[src/rtl/bram_read_streamer_pkg.sv]
// Shared types and sizing for the block-RAM read streamer.
package bram_read_streamer_pkg;

  typedef enum logic [1:0] {
    IDLE  = 2'd0,
    RUN   = 2'd1,
    DRAIN = 2'd2,
    DONE  = 2'd3
  } state_t;

  localparam int unsigned FIFO_DEPTH        = 3;
  localparam int unsigned STALL_COUNT_WIDTH = 32;
  localparam int unsigned OCC_WIDTH         = $clog2(FIFO_DEPTH + 1);

endpackage

[src/rtl/bram_read_streamer_if.sv]
// Valid/ready output stream carrying RAM words plus an end-of-burst marker.
interface bram_read_streamer_if #(
  parameter int unsigned DATA_WIDTH = 16
);
  logic                  out_valid;
  logic                  out_ready;
  logic [DATA_WIDTH-1:0] out_data;
  logic                  out_last;

  modport master (output out_valid, output out_data, output out_last, input  out_ready);
  modport slave  (input  out_valid, input  out_data, input  out_last, output out_ready);
endinterface

[src/rtl/bram_stream_fifo.sv]
// Small first-word-fall-through FIFO built as a shift register so the head word is a flop.
module bram_stream_fifo
  import bram_read_streamer_pkg::*;
#(
  parameter int unsigned DATA_WIDTH = 16
) (
  input  logic                  clock,
  input  logic                  reset,
  input  logic                  push,
  input  logic [DATA_WIDTH-1:0] push_data,
  input  logic                  pop,
  output logic                  head_valid,
  output logic [DATA_WIDTH-1:0] head_data,
  output logic [OCC_WIDTH-1:0]  occupancy
);

  logic [DATA_WIDTH-1:0] data_q [FIFO_DEPTH];
  logic [DATA_WIDTH-1:0] data_d [FIFO_DEPTH];
  logic [FIFO_DEPTH-1:0] vld_q;
  logic [FIFO_DEPTH-1:0] vld_d;
  logic                  placed;

  // Shift out on pop first, then drop the new word into the lowest free slot.
  always_comb begin
    data_d = data_q;
    vld_d  = vld_q;
    placed = 1'b0;
    if (pop) begin
      for (int i = 0; i < FIFO_DEPTH - 1; i++) begin
        data_d[i] = data_q[i+1];
        vld_d[i]  = vld_q[i+1];
      end
      vld_d[FIFO_DEPTH-1] = 1'b0;
    end
    if (push) begin
      for (int i = 0; i < FIFO_DEPTH; i++) begin
        if (!vld_d[i] && !placed) begin
          data_d[i] = push_data;
          vld_d[i]  = 1'b1;
          placed    = 1'b1;
        end
      end
    end
  end

  always_ff @(posedge clock or posedge reset) begin
    if (reset) begin
      vld_q <= '0;
      for (int i = 0; i < FIFO_DEPTH; i++) data_q[i] <= '0;
    end else begin
      vld_q  <= vld_d;
      data_q <= data_d;
    end
  end

  always_comb begin
    occupancy = '0;
    for (int i = 0; i < FIFO_DEPTH; i++) occupancy = occupancy + OCC_WIDTH'(vld_q[i]);
  end

  assign head_valid = vld_q[0];
  assign head_data  = data_q[0];

endmodule

[src/rtl/bram_read_streamer.sv]
// Streams a burst of words out of a one-cycle-latency block RAM as valid/ready beats.
// Optional BRAM_READ_STREAMER_STALL_COUNT_EN adds a saturating backpressure cycle counter.
module bram_read_streamer
  import bram_read_streamer_pkg::*;
#(
  parameter int unsigned DATA_WIDTH    = 16,
  parameter int unsigned ADDRESS_WIDTH = 11,
  parameter int unsigned COUNT_WIDTH   = ADDRESS_WIDTH + 1
) (
  input  logic                     clock,
  input  logic                     reset,
  input  logic                     start,
  input  logic [ADDRESS_WIDTH-1:0] base_addr,
  input  logic [COUNT_WIDTH-1:0]   count,
  output logic                     busy,
  output logic                     done,
  output logic [ADDRESS_WIDTH-1:0] raddr,
  input  logic [DATA_WIDTH-1:0]    dout,
  bram_read_streamer_if.master     stream
`ifdef BRAM_READ_STREAMER_STALL_COUNT_EN
  ,
  output logic [STALL_COUNT_WIDTH-1:0] stall_cycles
`endif
);

  localparam int unsigned SUM_WIDTH = OCC_WIDTH + 1;

  state_t                 state_q, state_d;
  logic                   accept;
  logic                   issue;
  logic                   handshake;
  logic                   pending_q;
  logic                   rem_one_q;
  logic [COUNT_WIDTH-1:0] issue_rem_q;
  logic [COUNT_WIDTH-1:0] out_rem_q;
  logic                   head_valid;
  logic [DATA_WIDTH-1:0]  head_data;
  logic [OCC_WIDTH-1:0]   occupancy;

  assign accept    = (state_q == IDLE) && start;
  assign handshake = head_valid && stream.out_ready;
  // Reads in flight are reserved buffer slots, so issue never looks at out_ready.
  assign issue     = (state_q == RUN) &&
                     ((SUM_WIDTH'(occupancy) + SUM_WIDTH'(pending_q)) < SUM_WIDTH'(FIFO_DEPTH));

  always_comb begin
    state_d = state_q;
    case (state_q)
      IDLE:    if (start) state_d = (count == '0) ? DONE : RUN;
      RUN:     if (issue && issue_rem_q == COUNT_WIDTH'(1)) state_d = DRAIN;
      DRAIN:   if (handshake && out_rem_q == COUNT_WIDTH'(1)) state_d = DONE;
      DONE:    state_d = IDLE;
      default: state_d = IDLE;
    endcase
  end

  always_ff @(posedge clock or posedge reset) begin
    if (reset) begin
      state_q <= IDLE;
      busy    <= 1'b0;
      done    <= 1'b0;
    end else begin
      state_q <= state_d;
      busy    <= (state_d == RUN) || (state_d == DRAIN);
      done    <= (state_d == DONE);
    end
  end

  // Address and the two remaining-word counters; rem_one_q flags the final head word.
  always_ff @(posedge clock or posedge reset) begin
    if (reset) begin
      raddr       <= '0;
      issue_rem_q <= '0;
      out_rem_q   <= '0;
      rem_one_q   <= 1'b0;
      pending_q   <= 1'b0;
    end else begin
      pending_q <= issue;
      if (accept) begin
        raddr       <= base_addr;
        issue_rem_q <= count;
        out_rem_q   <= count;
        rem_one_q   <= (count == COUNT_WIDTH'(1));
      end else begin
        if (issue) begin
          raddr       <= raddr + ADDRESS_WIDTH'(1);
          issue_rem_q <= issue_rem_q - COUNT_WIDTH'(1);
        end
        if (handshake) begin
          out_rem_q <= out_rem_q - COUNT_WIDTH'(1);
          rem_one_q <= (out_rem_q == COUNT_WIDTH'(2));
        end
      end
    end
  end

  bram_stream_fifo #(
    .DATA_WIDTH (DATA_WIDTH)
  ) u_fifo (
    .clock      (clock),
    .reset      (reset),
    .push       (pending_q),
    .push_data  (dout),
    .pop        (handshake),
    .head_valid (head_valid),
    .head_data  (head_data),
    .occupancy  (occupancy)
  );

  assign stream.out_valid = head_valid;
  assign stream.out_data  = head_data;
  assign stream.out_last  = head_valid && rem_one_q;

`ifdef BRAM_READ_STREAMER_STALL_COUNT_EN
  always_ff @(posedge clock or posedge reset) begin
    if (reset) begin
      stall_cycles <= '0;
    end else if (accept) begin
      stall_cycles <= '0;
    end else if (head_valid && !stream.out_ready && (stall_cycles != '1)) begin
      stall_cycles <= stall_cycles + STALL_COUNT_WIDTH'(1);
    end
  end
`endif

endmodule
[src/flat_wrapper.sv]
// flat-port wrapper written by rule: the top's interface ports become plain ports
module bram_read_streamer_flat import bram_read_streamer_pkg::*;
#(
  parameter int unsigned DATA_WIDTH    = 16,
  parameter int unsigned ADDRESS_WIDTH = 11,
  parameter int unsigned COUNT_WIDTH   = ADDRESS_WIDTH + 1
)
  (clock, reset, start, base_addr, count, busy, done, raddr, dout, stream_out_valid, stream_out_data, stream_out_last, stream_out_ready);
  bram_read_streamer_if #(.DATA_WIDTH(DATA_WIDTH)) stream_i ();
  input  logic clock;
  input  logic reset;
  input  logic start;
  input  logic [ADDRESS_WIDTH-1:0] base_addr;
  input  logic [COUNT_WIDTH-1:0] count;
  output logic busy;
  output logic done;
  output logic [ADDRESS_WIDTH-1:0] raddr;
  input  logic [DATA_WIDTH-1:0] dout;
  output wire logic [$bits(stream_i.out_valid)-1:0] stream_out_valid;
  output wire logic [$bits(stream_i.out_data)-1:0] stream_out_data;
  output wire logic [$bits(stream_i.out_last)-1:0] stream_out_last;
  input wire logic [$bits(stream_i.out_ready)-1:0] stream_out_ready;
  assign stream_out_valid = stream_i.out_valid;
  assign stream_out_data = stream_i.out_data;
  assign stream_out_last = stream_i.out_last;
  assign stream_i.out_ready = stream_out_ready;
  bram_read_streamer #(.DATA_WIDTH(DATA_WIDTH), .ADDRESS_WIDTH(ADDRESS_WIDTH), .COUNT_WIDTH(COUNT_WIDTH)) u_core (.clock(clock), .reset(reset), .start(start), .base_addr(base_addr), .count(count), .busy(busy), .done(done), .raddr(raddr), .dout(dout), .stream(stream_i));
endmodule
[config.mk]
export PLATFORM = sky130hd
export DESIGN_NAME = bram_read_streamer_flat
export DESIGN_NICKNAME = d
export VERILOG_FILES = /design/src/rtl/bram_read_streamer_pkg.sv /design/src/rtl/bram_read_streamer_if.sv /design/src/rtl/bram_stream_fifo.sv /design/src/rtl/bram_read_streamer.sv /design/src/flat_wrapper.sv
export SDC_FILE = /design/constraint.sdc
export NUM_CORES = 1
export LEC_CHECK = 0
export CAP_MARGIN = 40
export CORE_ASPECT_RATIO = 1.4
export CORE_MARGIN = 4
export CORE_UTILIZATION = 49
export CTS_CLUSTER_SIZE = 28
export DETAILED_ROUTE_END_ITERATION = 7
export PLACE_DENSITY = 0.87
export SLEW_MARGIN = 10
export SYNTH_ARGS = -nofsm -noshare
export SYNTH_HDL_FRONTEND = slang
export SYNTH_SLANG_ARGS = --single-unit
[constraint.sdc]
create_clock -name clock -period 2.7 [get_ports clock]
set_input_delay 0.54 -clock clock [delete_from_list [all_inputs] [get_ports clock]]
set_output_delay 0.54 -clock clock [all_outputs]
set_load 0.005 [all_outputs]
Figure 1. Cells by drive strength (run 1).
The bar under the picture is 20 um long.
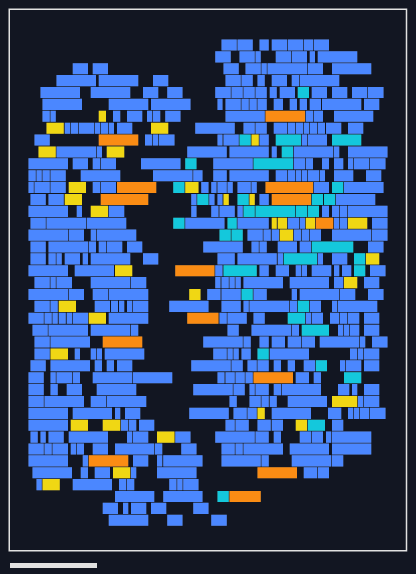
yellow -> x2  # cells 32, share 6.1%
blue -> x1 and smaller  # cells 447, share 85%
orange -> x6 and larger  # cells 14, share 2.7%
cyan -> x3 and x4  # cells 35, share 6.6%
worst setup margin: 0.0552 ns
Finished Cell Area: 5960 um^2
count of plain and timing-repair buffers: 97

Figure 2. Clock routing (run 1).
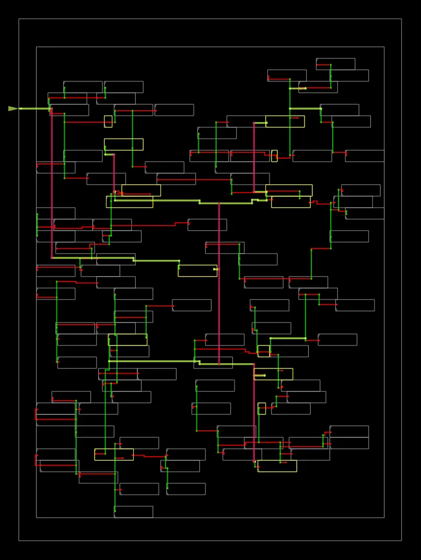
Clock group: 1.32 mW
Clock Skews: 0.00517 ns
clkbuf count: 10

==> results.yml, run 1 <==
# physical design summary
route:
  wire_per_inst_um: 18.0
  ant_nets: 0
  post_drt_via_cell_ratio: 6.03
  drt-initial-drc-count: 313
  dr.pass1.iters: 5
floorplanning:
  die_w_um: 90.6
  die_y_um: 124
  initial_core_util_pct: 50.9
  core_um2: 9180
  die_area_um2: 11200
  rows: 41
synthesis:
  synth-seq-area-share_pct: 49.2
  synth-edff-count: 0
  synthArstFlopShare_pct: 100
  synth_cell_type_count: 55
  synthesis.nets: 504
  ys_area_um2: 4680
  yosysTopAreaCellShare_pct: 49.2
  ys_cells: 451
  postSynthAreaPerCell_um2: 10.4
  ys_ff: 92
  synth_area_leader_cell: "dfrtp_1"
  syn-cell-area_um2: 4680
  synthTopCellsByArea: "dfrtp_1 (49%), mux2i_1 (6.8%), o21ai_0 (5.3%)"
  synthCells: 451
sta:
  min_period_over_period_pct: 98.0
  setup_viol: 0
  worst_pin_slew_ns: 0.484
  finalHoldWorstSlack_ns: 0.503
  rsz0062_at_grt: "true"
  max_freq_mhz: 378
  finalMaxSlewViolations: 0
  finalHoldViolCount: 0
  tns_ns: 0
  relSlewSlack_pct: 67.8
setup_path:
  endpoint: "u_core.issue_rem_q[5]"
  r2r_slack_ns: 0.06
  end_kind: "register"
  required_ns: 2.93
  ff2ff_path_depth: 10
  cp-start-kind: "register"
  timing.rr.end: "u_core.issue_rem_q[5]"
  rr_startpoint: "u_core.pending_q"
  worst-path-max-fanout: 4
  startpoint: "u_core.pending_q"
clock_tree:
  hold_buffers: 0
  cts_buffers: 9
  clkSinkCount: 92
  cts_tree: "done"
  clk_pin_slew_ns: 0.06
  root_buffer: "clkbuf_16"
  max-clock-path-buffers: 2
  htree_num_levels: 3
  clkLatencyLatePin_ns: 0.34
layout:
  layout_top_cells: "dfrtp_1 (92), clkdlybuf4s50_1 (73), nand2_1 (57)"
  fin_cells: 635
  nets: 577
  antennaDiodeCount: 0
  drive_gt1_share_pct: 15.3
placement:
  dp.cells: 616
  dp_hpwl_um: 7880
  portBuffers: 73
  gp_congestion: 0.881
  place_ws_ns: -0.0579
power:
  ir_worst_vdd_mv: 0.694
  pwr-share-comb_pct: 50.9
  netSwitchingPower_mw: 3.09
  seq_power_share_pct: 32.6
  p_int_mw: 4.89
  clockPowerShare_pct: 16.5
  power.static_leakage_nw: 2.48
  switching_share_pct: 38.8
flow_run:
  warnings: 31
  cap_violations: 0
global_routing:
  grt_pass1_wl_um: 19500
  grt_use_total_pct: 21.6
  grt_pass1_vias: 4014
  overflow: 0
status:
  outcome: "finished clean"
worst_hold_path:
  hp-class: "reg2reg"
Figure 3. The metal 4 layer (run 1).
The bar under the picture is 20 um long.
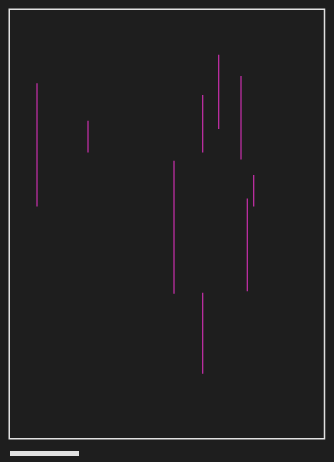
wire length on this layer = 202 um
share of all routed wire = 1.8%
nets with wire on the layer = 6
longest straight run = 38.1 um
final wirelength: 11,400 um
Via Count: 3,828

-- run 1: power by group through the flow --
stage	Sequential [mW]	Clock [mW]	Combinational, mW
floorplan	2.46	0	2.61
global route	2.69	1.40	4.50
CTS	2.58	1.34	3.94
detailed placement	2.59	0	3.79
finish	2.60	1.32	4.06
global placement	2.55	0	3.59
-- run 1: worst max-delay path: stages (launching register included) --
cell and delay, ns:
dfrtp_1 0.41, inv_2 0.07, fa_1 0.49, inv_2 0.05, ha_4 0.16, ha_4 0.17, nor3b_4 0.25, buf_4 0.17
nand4_4 0.07, or4_4 0.49, a31o_4 0.22
-- run 1: layout make-up --
type | count | area, um^2
Fill cell | 679 | 3230
Sequential cell | 92 | 2300
Multi-Input combinational cell | 309 | 2210
Timing Repair Buffer | 97 | 940
Clock buffer | 10 | 229
Tap cell | 107 | 134
Clock inverter | 5 | 77.6
Inverter | 15 | 63.8
-- run 1: registers in the layout, indices dropped and copies added, names as in the netlist --
signal                   flops
u_core.u_fifo.data_q        32
u_core.u_fifo.head_data     16
u_core.issue_rem_q          12
u_core.out_rem_q            12
u_core.raddr                11
u_core.u_fifo.vld_q          3
u_core.state_q               2
u_core.busy                  1
u_core.done                  1
u_core.pending_q             1
u_core.rem_one_q             1
-- run 1: routing by layer --
metal	up-vias	GRT usage, %	routed length, um
met3	21	5.74	685
met5	-	0	0
met2	141	37.9	5940
li1	1765	-	-
met4	0	7.28	201
met1	1901	25.8	4610
-- run 1: stage by stage --
stage	util (%)	power, mW
CTS	64.4	7.86
global placement	60.8	6.13
detailed placement	60.8	6.38
floorplan	-	5.07
finish	64.9	7.98
global route	64.9	8.59
-- run 1: cell families after synthesis --
kind of cell | count (synthesis) | share of synthesized area (%)
simple gates | 136 | 15.3
compound gates | 103 | 14.3
flops | 92 | 49.2
fa+ha+maj | 10 | 2.84
xor+xnor | 12 | 2.25
mux | 48 | 10.7
buf+inv | 50 | 5.48
-- run 1: worst min-delay path by stage --
stage / startpoint / end / cells past startpoint
finish: u_core.u_fifo.data_q[11] / u_core.u_fifo.data_q[11] / 1
detailed placement: u_core.u_fifo.data_q[11] / u_core.u_fifo.data_q[11] / 1
global placement: u_core.u_fifo.data_q[15] / u_core.u_fifo.data_q[15] / 1
floorplan: u_core.u_fifo.data_q[11] / u_core.u_fifo.data_q[11] / 1
CTS: u_core.u_fifo.data_q[11] / u_core.u_fifo.data_q[11] / 1
global route: u_core.u_fifo.data_q[1] / u_core.u_fifo.data_q[1] / 1
-- run 1: synthesized netlist by cell type, types with 7 or more instances --
cell / count
inv_1: 14
mux2_2: 16
mux2i_1: 32
a221o_1: 7
buf_2: 7
a21oi_1: 10
nor3_1: 9
clkbuf_1: 12
dfrtp_1: 92
o211ai_1: 12
nand2_1: 59
o21ai_0: 50
ha_1: 9
buf_4: 16
nor2_1: 13
nor4_1: 7
nand3_1: 11
or4_1: 7
-- run 1: repair_timing --
item,in CTS,in global routing
setup endpoints to repair,10,15
setup buffers,2,2
hold endpoints to repair,0,0
resized,3,8
pin swaps,1,1
gates cloned,0,0
## Run 2: what changed since run 1
GPL_ROUTABILITY_DRIVEN = 0   (was not set)
SETUP_SLACK_MARGIN = 0.2   (was not set)
Figure 4. Cells by drive strength (run 2).
The bar under the picture is 20 um long.
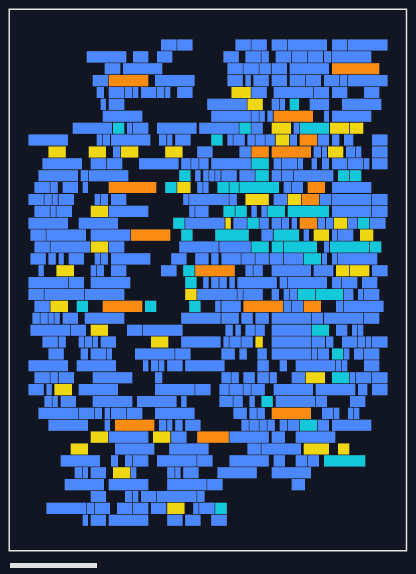
blue -> x1 and smaller  # cells 434, share 81%
yellow -> x2  # cells 37, share 6.9%
orange -> x6 and larger  # cells 18, share 3.4%
cyan -> x3 and x4  # cells 44, share 8.3%
count of plain and timing-repair buffers: 101
Finished Cell Area: 6100 um^2
Layout Area Growth over Synthesis: 30.4%

==> run 2 against run 1 <==
Net effect:
- clock-buffer cell count stayed put
- highest routed layer unchanged
- critical endpoint unchanged
- power is 5.7% higher
- critical path depth stayed put
- register-to-register slack better by 0.07 ns
- worst setup slack better by 0.073 ns
==> results.yml, run 2 <==
# physical design summary
status:
  outcome: "finished clean"
layout:
  top_register: "u_core.u_fifo.data_q"
  layout_top_cells: "dfrtp_1 (92), clkdlybuf4s50_1 (73), nand2_1 (56)"
  fillers: 662
  drive_gt1_share_pct: 18.6
  antennaDiodeCount: 0
  final_util_pct: 66.4
sta:
  min_period_over_period_pct: 95.3
  finalMaxSlewViolations: 0
  worst_pin_slew_ns: 0.442
  layout_setup_ws_ns: 0.128
  max_freq_mhz: 389
  relSlewSlack_pct: 70.5
  setup_viol: 0
  rsz0062_at_grt: "true"
global_routing:
  grt_pass1_vias: 3805
  overflow: 0
setup_path:
  timing.rr.end: "u_core.issue_rem_q[5]"
  critPathMaxStageDelay_ns: 0.53
  cp.depth: 10
  end_kind: "register"
  cpLargestDelayFamily: "adder cells"
  ff2ff_path_depth: 10
  crit_chain: "inv_4 -> fa_1 -> inv_1 -> ha_2 -> ha_4 -> nor3b_4 -> buf_6 -> nand4_4 -> or4_4 -> a31o_4"
  required_ns: 2.93
synthesis:
  ys_ff: 92
  synthCells: 451
  synth_area_leader_cell: "dfrtp_1"
  synthesis.nets: 504
  postSynthAreaPerCell_um2: 10.4
  top_cells_by_count: "dfrtp_1 (92), nand2_1 (59), o21ai_0 (50), mux2i_1 (32)"
  synth-seq-area-share_pct: 49.2
  synthTopCellsByArea: "dfrtp_1 (49%), mux2i_1 (6.8%), o21ai_0 (5.3%)"
  ys_area_um2: 4680
  synth-edff-count: 0
  yosysMostFrequentCell: "dfrtp_1"
  synth_cell_type_count: 55
power:
  clockPowerShare_pct: 15.8
  switching_share_pct: 40.0
  total_power_mw: 8.44
  netSwitchingPower_mw: 3.37
  power.static_leakage_nw: 2.54
  ir_worst_vdd_mv: 0.662
  seq_power_share_pct: 30.9
  pwr-share-comb_pct: 53.3
flow_run:
  warnings: 32
  cap_violations: 0
route:
  num_vias: 3814
  wl_um: 11700
  dr.pass1.iters: 5
  post_drt_via_cell_ratio: 5.96
  wire_per_inst_um: 18.3
  ant_nets: 0
clock_tree:
  root_buffer: "clkbuf_16"
  cts_tree: "done"
  hold_buffers: 0
  max-clock-path-buffers: 2
  cts_buffers: 9
  clk_pin_slew_ns: 0.06
  clkSinkCount: 92
  clkLatencyLatePin_ns: 0.34
  htree_num_levels: 3
floorplanning:
  initial_core_util_pct: 50.9
  core_um2: 9180
  die_w_um: 90.6
worst_hold_path:
  hp-class: "reg2reg"
placement:
  portBuffers: 73
  place_ws_ns: 0.0488
## run 2: how the worst max path moves through the flow
| stage | end | slack (ns) |
|---|---|---|
| finish | u_core.issue_rem_q[5] | 0.13 |
| global route | u_core.busy | 0.04 |
| CTS | u_core.busy | 0.15 |
| detailed placement | u_core.raddr[9] | 0.05 |
| global placement | u_core.issue_rem_q[5] | 0.13 |
| floorplan | u_core.busy | -0.12 |
## run 2: worst reg2reg max path: cells and delay by family (launching register included)
| kind | cells | cell delay [ns] |
|---|---|---|
| fa+ha+maj | 3 | 0.87 |
| simple gates | 3 | 0.72 |
| flops | 1 | 0.39 |
| buf+inv | 3 | 0.26 |
| compound gates | 1 | 0.22 |
## run 2: final cells by class
| class | instances | area [um^2] | share of cell area [%] |
|---|---|---|---|
| timing repair buffer | 101 | 976 | 16.0 |
| sequential | 92 | 2300 | 37.7 |
| inverter | 15 | 65.1 | 1.07 |
| tap | 107 | 134 | 2.19 |
| clock inverter | 6 | 88.8 | 1.46 |
| clock buffer | 10 | 229 | 3.75 |
| multi-input combinational | 309 | 2300 | 37.8 |
## run 2: timing repair
item	in CTS	in global routing
setup buffers	2	3
pin swaps	8	12
endpoints found under the setup margin	16	24
gates resized	13	27
## run 2: power by group through the flow
stage               Sequential (mW)  Combinational, mW  Clock (mW)
floorplan                      2.46               2.63           0
global placement               2.55               3.61           0
detailed placement             2.59               3.77           0
CTS                            2.58               3.96        1.36
global route                   2.68               4.86        1.41
finish                         2.61               4.50        1.33
## run 2: cell families (layout without fill, tap and decap cells)
group / after synthesis / count (layout) / synth area share (%)
compound gates: 103 / 103 / 14.3
mux: 48 / 48 / 10.7
buf+inv: 50 / 132 / 5.48
fa+ha+maj: 10 / 10 / 2.84
flops: 92 / 92 / 49.2
simple gates: 136 / 136 / 15.3
xor+xnor: 12 / 12 / 2.25
## run 2: per-layer routing
layer	wire (um)	track usage, %
met5	0	0
met4	296	9.10
met3	769	4.65
met2	6150	35.7
met1	4500	24.4
## run 2: stage by stage
step                hold slack [ns]  instance area, um^2  std cells  TNS (ns)
floorplan                     0.480                 4740        451    -0.147
global placement              0.488                 5600        619         0
detailed placement            0.498                 5600        619         0
CTS                           0.512                 5960        637         0
global route                  0.514                 6100        640         0
finish                        0.504                 6100        640         0
Power is estimated from default activity; no workload was simulated.
